===== src/rtl/uart_arb_pkg.sv =====
// uart_arb_pkg
//
// Shared definitions for the UART transmitter arbiter:
//   arb_state_e          - FSM state encoding (header states are always encoded,
//                          they are only reachable when UART_ARB_HDR_EN is defined)
//   HDR_TAG              - upper nibble of the optional per-byte header
//   ACK_TIMEOUT_DEFAULT  - default ack timeout in clk cycles
//   TO_CNT_W             - width of the ack timeout counter
package uart_arb_pkg;

    typedef enum logic [2:0] {
        ST_ARB       = 3'd0,
        ST_SEND      = 3'd1,
        ST_WAIT_DONE = 3'd2,
        ST_HDR_SEND  = 3'd3,
        ST_HDR_WAIT  = 3'd4
    } arb_state_e;

    localparam logic [3:0]  HDR_TAG             = 4'hA;
    localparam int unsigned ACK_TIMEOUT_DEFAULT = 4096;
    localparam int unsigned TO_CNT_W            = 16;

endpackage


===== src/rtl/uart_rr_picker.sv =====
// uart_rr_picker
//
// Combinational round-robin picker. The search starts one position after
// last_i (wrapping modulo N_REQ) and grants the first requester found valid.
//
// Ports:
//   req_valid_i  in  N_REQ           request vector
//   last_i       in  clog2(N_REQ)    index of the previously granted requester
//   grant_o      out N_REQ           one-hot grant, all zero when nothing is valid
//   any_o        out 1               at least one requester is valid
module uart_rr_picker #(
    parameter int unsigned N_REQ = 4
) (
    input  logic [N_REQ-1:0]         req_valid_i,
    input  logic [$clog2(N_REQ)-1:0] last_i,
    output logic [N_REQ-1:0]         grant_o,
    output logic                     any_o
);

    localparam int unsigned IDW = $clog2(N_REQ);

    logic            found;
    logic [IDW-1:0]  idx;
    int unsigned     pos;

    always_comb begin
        grant_o = '0;
        found   = 1'b0;
        idx     = '0;
        pos     = 0;
        // k = N_REQ wraps back onto last_i itself, so a lone requester that
        // was served last is still picked again.
        for (int unsigned k = 1; k <= N_REQ; k++) begin
            pos = 32'(last_i) + k;
            if (pos >= N_REQ) begin
                pos = pos - N_REQ;
            end
            idx = IDW'(pos);
            if (!found && req_valid_i[idx]) begin
                grant_o[idx] = 1'b1;
                found        = 1'b1;
            end
        end
    end

    assign any_o = |req_valid_i;

endmodule


===== src/rtl/uart_tx_arbiter.sv =====
// uart_tx_arbiter
//
// Shares one UART transmitter among N_REQ byte-stream requesters using
// round-robin arbitration. One byte is taken from the winner, presented to
// the transmitter with tx_start held until tx_busy acknowledges it, and the
// frame is tracked until tx_busy falls. A missing ack within ACK_TIMEOUT
// cycles drops the byte and pulses err_timeout.
//
// Optional feature macro: UART_ARB_HDR_EN -- when defined, every payload byte
// is preceded by a header byte {HDR_TAG, grant_id}.
//
// Handshake: req_ready[i] is high (combinationally, only in ARB) in the cycle
// the byte on req_data[8i+:8] is accepted; acceptance happens at the rising
// edge where req_valid[i] && req_ready[i]. A requester keeps req_valid and
// req_data stable until it sees req_ready.
//
// Ports:
//   clk          in   1             system clock
//   rst          in   1             asynchronous active-low reset
//   req_valid    in   N_REQ         per-requester byte available
//   req_data     in   8*N_REQ       flat byte bus, requester i on [8i+7:8i]
//   req_ready    out  N_REQ         one-hot acceptance strobe
//   tx_data      out  8             byte to the transmitter
//   tx_start     out  1             transmit request, held until tx_busy
//   tx_busy      in   1             transmitter busy
//   grant_id     out  clog2(N_REQ)  current / last granted requester
//   active       out  1             FSM not in ARB
//   err_timeout  out  1             one-cycle pulse on a dropped byte
//   dbg_state    out  arb_state_e   current FSM state
module uart_tx_arbiter
    import uart_arb_pkg::*;
#(
    parameter int unsigned N_REQ       = 4,
    parameter int unsigned ACK_TIMEOUT = ACK_TIMEOUT_DEFAULT
) (
    input  logic                     clk,
    input  logic                     rst,
    input  logic [N_REQ-1:0]         req_valid,
    input  logic [8*N_REQ-1:0]       req_data,
    output logic [N_REQ-1:0]         req_ready,
    output logic [7:0]               tx_data,
    output logic                     tx_start,
    input  logic                     tx_busy,
    output logic [$clog2(N_REQ)-1:0] grant_id,
    output logic                     active,
    output logic                     err_timeout,
    output arb_state_e               dbg_state
);

    localparam int unsigned         IDW     = $clog2(N_REQ);
    localparam logic [TO_CNT_W-1:0] TO_LAST = TO_CNT_W'(ACK_TIMEOUT - 1);

    arb_state_e          state_q, state_d;
    logic [IDW-1:0]      last_q,  last_d;
    logic [IDW-1:0]      grant_q, grant_d;
    logic [7:0]          hold_q,  hold_d;
    logic [TO_CNT_W-1:0] cnt_q,   cnt_d;
    logic                err_q,   err_d;

    logic [N_REQ-1:0]    pick;
    logic                pick_any;
    logic [IDW-1:0]      pick_id;
    logic [N_REQ-1:0]    ready_c;

    uart_rr_picker #(
        .N_REQ (N_REQ)
    ) u_picker (
        .req_valid_i (req_valid),
        .last_i      (last_q),
        .grant_o     (pick),
        .any_o       (pick_any)
    );

    always_comb begin
        pick_id = '0;
        for (int i = 0; i < N_REQ; i++) begin
            if (pick[i]) begin
                pick_id = IDW'(i);
            end
        end
    end

    always_comb begin
        state_d = state_q;
        last_d  = last_q;
        grant_d = grant_q;
        hold_d  = hold_q;
        cnt_d   = cnt_q;
        err_d   = 1'b0;
        ready_c = '0;

        case (state_q)
            ST_ARB: begin
                if (pick_any) begin
                    ready_c = pick;
                    last_d  = pick_id;
                    grant_d = pick_id;
                    hold_d  = req_data[8*pick_id +: 8];
                    cnt_d   = '0;
`ifdef UART_ARB_HDR_EN
                    state_d = ST_HDR_SEND;
`else
                    state_d = ST_SEND;
`endif
                end
            end

            // The transmitter only samples tx_start on baud ticks, so the
            // request stays up until tx_busy is seen, bounded by the timeout.
            ST_SEND: begin
                if (tx_busy) begin
                    state_d = ST_WAIT_DONE;
                end else if (cnt_q == TO_LAST) begin
                    state_d = ST_ARB;
                    err_d   = 1'b1;
                end else begin
                    cnt_d = cnt_q + 1'b1;
                end
            end

            ST_WAIT_DONE: begin
                if (!tx_busy) begin
                    state_d = ST_ARB;
                end
            end

`ifdef UART_ARB_HDR_EN
            // A header timeout returns straight to ARB, dropping the payload.
            ST_HDR_SEND: begin
                if (tx_busy) begin
                    state_d = ST_HDR_WAIT;
                end else if (cnt_q == TO_LAST) begin
                    state_d = ST_ARB;
                    err_d   = 1'b1;
                end else begin
                    cnt_d = cnt_q + 1'b1;
                end
            end

            ST_HDR_WAIT: begin
                if (!tx_busy) begin
                    state_d = ST_SEND;
                    cnt_d   = '0;
                end
            end
`endif

            default: begin
                state_d = ST_ARB;
            end
        endcase
    end

    always_ff @(posedge clk or negedge rst) begin
        if (!rst) begin
            state_q <= ST_ARB;
            last_q  <= IDW'(N_REQ - 1);
            grant_q <= '0;
            hold_q  <= '0;
            cnt_q   <= '0;
            err_q   <= 1'b0;
        end else begin
            state_q <= state_d;
            last_q  <= last_d;
            grant_q <= grant_d;
            hold_q  <= hold_d;
            cnt_q   <= cnt_d;
            err_q   <= err_d;
        end
    end

    // The state register already sits in ARB while reset is held, so the
    // combinational ready is masked to keep req_ready low during reset.
    assign req_ready = rst ? ready_c : '0;

`ifdef UART_ARB_HDR_EN
    assign tx_start = (state_q == ST_SEND) || (state_q == ST_HDR_SEND);
    assign tx_data  = ((state_q == ST_HDR_SEND) || (state_q == ST_HDR_WAIT))
                      ? {HDR_TAG, 4'(grant_q)} : hold_q;
`else
    assign tx_start = (state_q == ST_SEND);
    assign tx_data  = hold_q;
`endif

    assign grant_id    = grant_q;
    assign active      = (state_q != ST_ARB);
    assign err_timeout = err_q;
    assign dbg_state   = state_q;

endmodule


===== config.mk =====
export PLATFORM = sky130hd
export DESIGN_NAME = uart_tx_arbiter
export DESIGN_NICKNAME = d
export VERILOG_FILES = /design/src/rtl/uart_arb_pkg.sv /design/src/rtl/uart_rr_picker.sv /design/src/rtl/uart_tx_arbiter.sv
export SDC_FILE = /design/constraint.sdc
export NUM_CORES = 1
export LEC_CHECK = 0
export ABC_AREA = 0
export CAP_MARGIN = 25
export CORE_MARGIN = 1
export CORE_UTILIZATION = 35
export CTS_CLUSTER_SIZE = 12
export DETAILED_ROUTE_END_ITERATION = 7
export SETUP_SLACK_MARGIN = 0.02
export SLEW_MARGIN = 20
export SYNTH_ARGS = -nofsm -noshare
export SYNTH_HDL_FRONTEND = slang
export SYNTH_SLANG_ARGS = --single-unit

===== constraint.sdc =====
create_clock -name clk -period 7.75 [get_ports clk]
set_clock_uncertainty 0.05 [all_clocks]
set_input_delay 1.55 -clock clk [delete_from_list [all_inputs] [get_ports clk]]
set_output_delay 1.55 -clock clk [all_outputs]
set_load 0.02 [all_outputs]

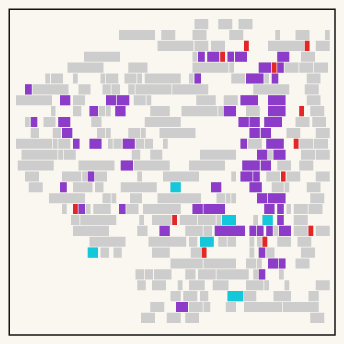
*Logic cells by family, run 1*
(4 px per um)
legend:
  red:
    family: inv cells
    cells: 12
  cyan:
    family: non-inverting ao/oa cells
    cells: 6
  purple:
    family: aoi and oai cells
    cells: 64

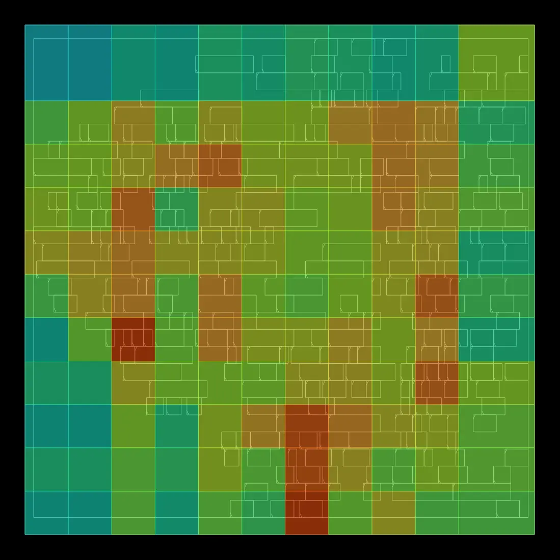
*Routing congestion map, run 1*
global routing usage on met1: 25.6%
met2 demand-to-capacity share in global routing: 28.2%
post-detailed-route wirelength per cell: 15.1 um
total global routing track utilization: 18.3%

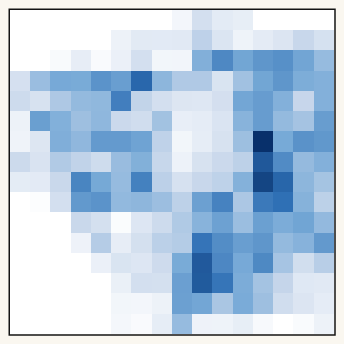
*Routed metal per tile, run 1*
(4 px per um) 16 x 16 tiles, from white (low) to dark blue (high), scaled to the fullest tile. Values are wire area over tile area, all layers added.
densest ninth of the die: right middle
emptiest ninth of the die: bottom left
nearly empty tiles: 18%

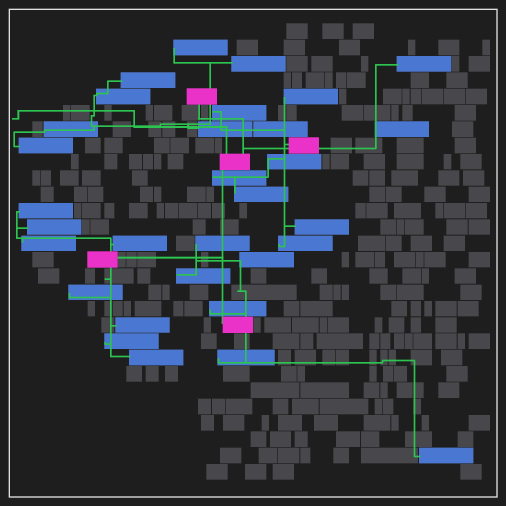
*Clock wires, drivers and flops, run 1*
(6 px per um)
legend:
  green:
    item: clock wires
    length: 446 um
  blue:
    item: flip-flops
    count: 31
  magenta:
    item: clock-net drivers
    count: 5
routed clock nets: 6

run 1: sequential cells by signal, summed over array words and instances, names as in the netlist:
name,cells
cnt_q,16
tx_data,8
dbg_state,2
grant_id,2
last_q,2
err_timeout,1
run 1: path summary, 6_finish.rpt:
check                                       start                     end  slack (ns)
hold / removal             tx_data[3]$_DFFE_PN0P_  tx_data[3]$_DFFE_PN0P_        0.44
setup reg to reg            last_q[0]$_DFFE_PN1P_  tx_data[1]$_DFFE_PN0P_        4.45
min in group asynchronous                     rst  tx_data[0]$_DFFE_PN0P_        1.62
max in group asynchronous                     rst   last_q[0]$_DFFE_PN1P_        5.69
hold reg to reg            tx_data[3]$_DFFE_PN0P_  tx_data[3]$_DFFE_PN0P_        0.44
setup / recovery                     req_valid[1]            req_ready[2]        1.89
==> notes.md, run 1 <==
Synthesis and place-and-route results.

- The layout report gives the multi-input gate share of total cell area as 44.4%.
- The synthesized design spends more area on one cell type than any other, namely dfrtp_1.
- The root buffer cell is clkbuf_8.
- For the worst-skew pair, the clock arrives at the later sink with an insertion delay of 0.28 ns.
- Summed over all layers, the global routing overflow is 0.
- In this run, synthesis inferred 0 flip-flops with an integrated enable.
- Yosys reported a register bit count of 31.
- In the final timing run, aggregate negative setup slack is 0 ns.
- The cell occurring most often along the worst timing path is clkdlybuf4s50_1.
- Of the total synthesized cell area, the portion taken by XOR and XNOR cells is 5.21%.
- The largest individual stage delay along the critical path comes from the cell a21oi_1.
- The total number of nets in the final design is 336.
- The portion of the layout cell area used by clock cells is 4.02%.
- The quantity of hold-fixing buffers added after cts is 0.
- The count of nets left with antenna violations once routing finished came out at 0.
- The worst hold path class is reg2reg.
- Summing over the stages, the warning tally comes to 33.
- The proportion of final cell area spent on non-clock buffers is 20.3%.
- The clock passes through at most 2 buffers.
- In the final layout, the clock buffer count is 6.
- Per the placement report, the placed cell count is 356.
- For this run, the top clock speed supported by timing is 171 MHz.
- The critical path contains buffers and inverters numbering 2 combined.
- Summing all flip-flop and latch instances after layout gives 778 um^2.
- The first-pass GRT wire length is 9170 um.
- The ratio of total power to cell area is 368 mW/mm^2.
- After clock tree synthesis, the setup repair step added 0 buffers.
- In this run, the synthesized area fraction spent on adder and majority cells is recorded as 5.15%.
- The reported sequential group power is 252 uW.
- Per the synth stats, the flop cell with the highest instance count is dfrtp_1.
- The count of mapped cells out of synthesis is 233.
- The floorplan net count is 281.
- The run finished with clean final reports.
- The largest family of logic cells by area is AND-OR/OR-AND gates.
- The tapcell count is 75.
- From the final report, the count of setup violators was given as 0.
- The final hold slack is 0.444 ns.
- The largest voltage drop on the vdd net is 178 uV.
- The worst endpoint required time is 6.15 ns.
- During synthesis, Yosys emitted a total of 0 warnings.
- Of the cells placed in the final design, the portion with a size suffix greater than 1 is 12.1%.
- Summing all placed instances gives a cell area of 0.00281 mm^2.
- The number of different library cells in the post-synthesis netlist is 52.
- The area of the synthesized netlist per yosys stat is 0.00219 mm^2.
- Counting flops with an async set or reset pin after synthesis yields a share of 100%.
- The routed design shows a via density per instance of 5.24.
- The most common logic cells in the final layout are clkdlybuf4s50_1, dfrtp_1, nand2_1, nor2_1, o21ai_0.
## Run 2: what changed since run 1
Clock period 7.75 ns to 5.7 ns, I/O delays scaled along.
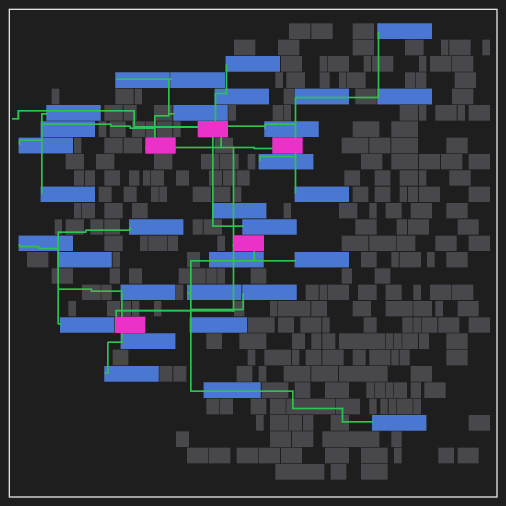
*Clock wires, drivers and flops, run 2*
(6 px per um)
legend:
  magenta:
    item: clock-net drivers
    count: 5
  blue:
    item: flip-flops
    count: 31
  green:
    item: clock wires
    length: 423 um
routed clock nets: 6

==> run 2 against run 1 <==
  * Final cell count increased by 0.27%
  * Critical path type unchanged
  * Sequential share of layout area increased by 0.24 points
  * Largest power group unchanged
  * Highest routed layer unchanged
  * Via count increased by 1.3%
==> notes.md, run 2 <==
Synthesis and place-and-route results.

- The met2 demand-to-capacity share in global routing was 29.3% (was 28.2%).
- Outcome: complete, no violations (unchanged).
- The share of layout cells above drive strength 1 is 12.4% (was 12.1%).
- The total number of nets in the final design is 337 (was 336).
- The number of endpoints failing setup at the final stage is 0 (unchanged).
- The largest family of logic cells by area is AND-OR/OR-AND gates (unchanged).
- The post-CTS setup-driven buffer insertion count came to 0 (unchanged).
- The number of flip-flops and latches in the synthesized netlist is 31 (unchanged).
- The final hold slack was 0.437 ns (was 0.444 ns).
- The root buffer cell is clkbuf_8 (unchanged).
- The met1 demand-to-capacity share in global routing is 23.1% (was 25.6%).
- The ratio of total power to cell area is 488 mW/mm^2 (was 368 mW/mm^2).
- The number of buffers on the longest clock path was 2 (unchanged).
- The number of placed instances, taps included came to 357 (was 356).
- The worst endpoint required time was 4.51 ns (was 6.15 ns).
- The leftover overflow at the end of global routing is 0 (unchanged).
- The number of different library cells in the post-synthesis netlist is 52 (unchanged).
- The number of flip-flops under the largest register name was 16 (unchanged).
- The number of enable flip-flop cells came to 0 (unchanged).
- The quantity of hold-fixing buffers added after cts was 0 (unchanged).
- The count of tool warnings is 33 (unchanged).
- The upper clock frequency limit is 200 MHz.
- The combined global-route utilization of all metal layers is 17.4% (was 18.3%).
- The area of the synthesized netlist per yosys stat came to 0.00219 mm^2 (unchanged).
- The largest voltage drop on the vdd net is 276 uV (was 178 uV).
- The start point of the critical path is req_valid[1] (unchanged).
- The average wire length per cell after detail routing was 15.1 um (about the same).
- The floorplan net count is 281 (unchanged).
- The post-detailed-route count of antenna-violating nets is 0 (unchanged).
- The summed negative setup slack over all endpoints is 0 ns (unchanged).
- The via density per instance is 5.29 (was 5.24).
- The worst hold path class is reg2reg (unchanged).
- The count of mapped cells out of synthesis is 233 (unchanged).
- The cell type with the largest total area is dfrtp_1 (unchanged).
- Commonest non-fill, non-tap cells in the layout: clkdlybuf4s50_1, dfrtp_1, nand2_1, nor2_1, o21ai_0 (unchanged).
- The yosys synthesis warning count was 0 (unchanged).
- The async set-or-reset flop fraction in the synthesized netlist is 100% (unchanged).
- The most used flip-flop cell after synthesis is dfrtp_1 (unchanged).
- The synthesized-area fraction occupied by adder cells is 5.15% (unchanged).
- The cell type of the slowest stage on the worst timing path is mux4_2 (was a21oi_1).
- The area of placed instances was 0.00282 mm^2 (was 0.00281 mm^2).
- The launch point of the worst reg-to-reg path is last_q[0]$_DFFE_PN1P_ (unchanged).
- The setup slack of the most critical reg-to-reg path was 2.46 ns (was 4.45 ns).
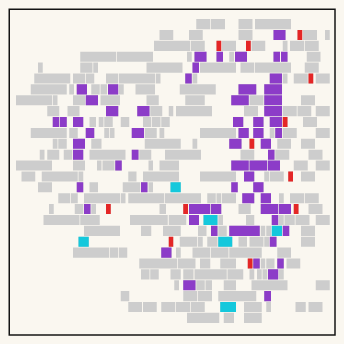
*Logic cells by family, run 2*
(4 px per um)
legend:
  red:
    family: inv cells
    cells: 12
  purple:
    family: aoi and oai cells
    cells: 64
  cyan:
    family: non-inverting ao/oa cells
    cells: 6

-- run 2: cell counts after synthesis --
No cell type changed its count.
-- run 2: worst max path at each step --
stage                               to  cells after the start
final                     req_ready[1]                      7
after floorplan           req_ready[1]                      6
after CTS                 req_ready[1]                      7
after detailed placement  req_ready[1]                      7
after global placement    req_ready[1]                      7
after global routing      req_ready[1]                      7
-- run 2: cell type report --
class	instances	area (um^2)
Multi-Input combinational cell	178	1300
Sequential cell	31	778
Fill cell	574	3090
Tap cell	75	93.8
Inverter	12	45.0
Timing Repair Buffer	61	601
Clock buffer	5	68.8
Clock inverter	3	15.0
-- run 2: where the power goes --
group	leakage, uW	switching (uW)	total (uW)	internal (uW)
clock	0.0000477	82.9	166	83.4
sequential	0.000402	55.5	341	286
combinational	0.000760	516	908	392
total	0.00121	655	1420	761
## Run 3: what changed since run 2
Settings changed: CELL_PAD_IN_SITES_DETAIL_PLACEMENT set to 1, CELL_PAD_IN_SITES_GLOBAL_PLACEMENT set to 2, CORE_UTILIZATION 35 to 29, PLACE_DENSITY_LB_ADDON set to 0.1, SKIP_CTS_REPAIR_TIMING set to 1.
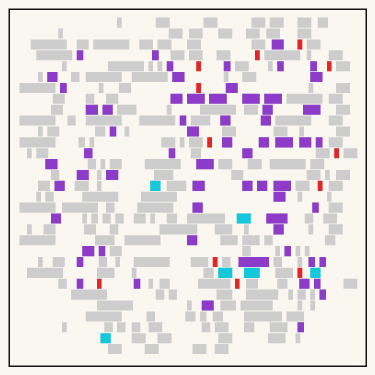
*Logic cells by family, run 3*
(4 px per um)
legend:
  purple:
    family: aoi and oai cells
    cells: 64
  red:
    family: inv cells
    cells: 12
  cyan:
    family: non-inverting ao/oa cells
    cells: 6

==> run 3 against run 2 <==
  * Total power grew 1.1%
  * First-iteration DRC count decreased by 58%
  * Synthesized area is the same
  * Combinational power increased by 1%
  * Sequential share of layout area fell by 0.32 points
  * Sequential power barely moved
  * Critical endpoint unchanged
==> notes.md, run 3 <==
Synthesis and place-and-route results.

- Outcome: complete, no violations (unchanged).
- The fraction of area in registers was 26.5% (was 26.8%).
- The first-pass GRT wire length is 10500 um (was 8780 um).
- The root buffer cell is clkbuf_8 (unchanged).
- The count of clock-net buffers in the final layout is 5 (unchanged).
- The worst endpoint required time came to 4.51 ns (about the same).
- The register with the most flip-flops is cnt_q (unchanged).
- The average wire length per cell after detail routing is 16.2 um (was 15.1 um).
- The number of inverters outside the clock class in the layout is 12 (unchanged).
- The total area of multi-input combinational cells is 0.00130 mm^2 (unchanged).
- The met2 demand-to-capacity share in global routing is 30.3% (was 29.3%).
- The tapcell count was 99 (was 75).
- The largest cell class by area is logic gates (unchanged).
- The cell type of the slowest stage on the worst timing path is mux4_2 (unchanged).
- The total of plain and repair buffers excluding clock buffers is 61 (unchanged).
- The worst hold path class is reg2reg (unchanged).
- The flop count is 31 (unchanged).
- The number of buffers on the longest clock path is 2 (unchanged).
- The internal power of the cells is 763 uW (was 761 uW).
- The total clock network power is 172 uW (was 166 uW).
- The combinational fraction of the cell area was 44.3% (was 44.8%).
- The final hold slack is 0.444 ns (was 0.437 ns).
- The xor and xnor fraction of the mapped netlist area is 5.21% (unchanged).
- The number of endpoints failing setup at the final stage is 0 (unchanged).
- The setup slack of the most critical reg-to-reg path is 2.37 ns (was 2.46 ns).
- The async set-or-reset flop fraction in the synthesized netlist is 100% (unchanged).
- The via density per instance was 4.94 (was 5.29).
- The fill cell instance count of the final layout is 843 (was 574).
- The insertion delay to the later sink of the worst-skew pair is 0.28 ns (about the same).
- The number of placed instances, taps included is 381 (was 357).
- The portion of the layout cell area used by clock cells is 3.03% (was 2.89%).
- The power dissipated by switching net loads was 669 uW (was 655 uW).
- The switching power share of the total is 46.7% (was 46.2%).
- The share of power burned in registers is 23.8% (was 24.1%).
- The count of mapped cells out of synthesis is 233 (unchanged).
- The met1 demand-to-capacity share in global routing is 22.6% (was 23.1%).
- The number of different library cells in the post-synthesis netlist is 52 (unchanged).
- The largest family of logic cells by area is AND-OR/OR-AND gates (unchanged).
- The sum of buffers and inverters on the critical path is 2 (unchanged).
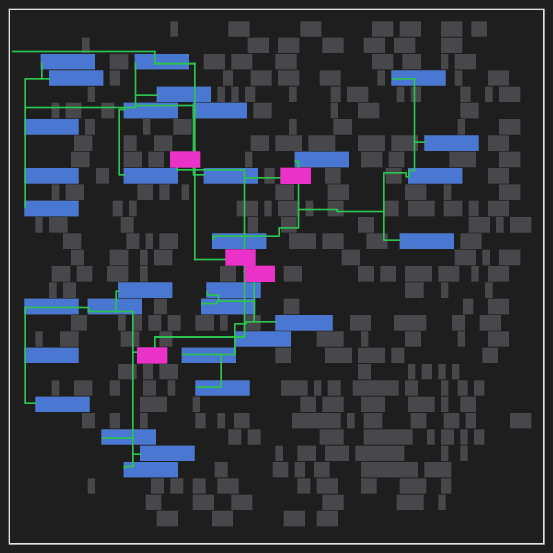
*Clock wires, drivers and flops, run 3*
(6 px per um)
legend:
  blue:
    item: flip-flops
    count: 31
  magenta:
    item: clock-net drivers
    count: 5
  green:
    item: clock wires
    length: 455 um
flops lie: spread over the die
routed clock nets: 6

==> run 3: cell count changes in the layout (fill, tap and decap cells not counted) <==
cell        change
clkinvlp_4      +2
clkinv_2        -2
==> run 3: path summary, 6_finish.rpt <==
path	cells after the start	startpoint	to
worst max-delay path	7	req_valid[1]	req_ready[1]
worst min-delay path	2	tx_data[1]$_DFFE_PN0P_	tx_data[1]$_DFFE_PN0P_
max in group asynchronous	2	rst	last_q[0]$_DFFE_PN1P_
min in group asynchronous	2	rst	tx_data[2]$_DFFE_PN0P_
worst max register to register	8	last_q[0]$_DFFE_PN1P_	tx_data[6]$_DFFE_PN0P_
worst min register to register	2	tx_data[1]$_DFFE_PN0P_	tx_data[1]$_DFFE_PN0P_
Power is estimated from default activity; no workload was simulated.
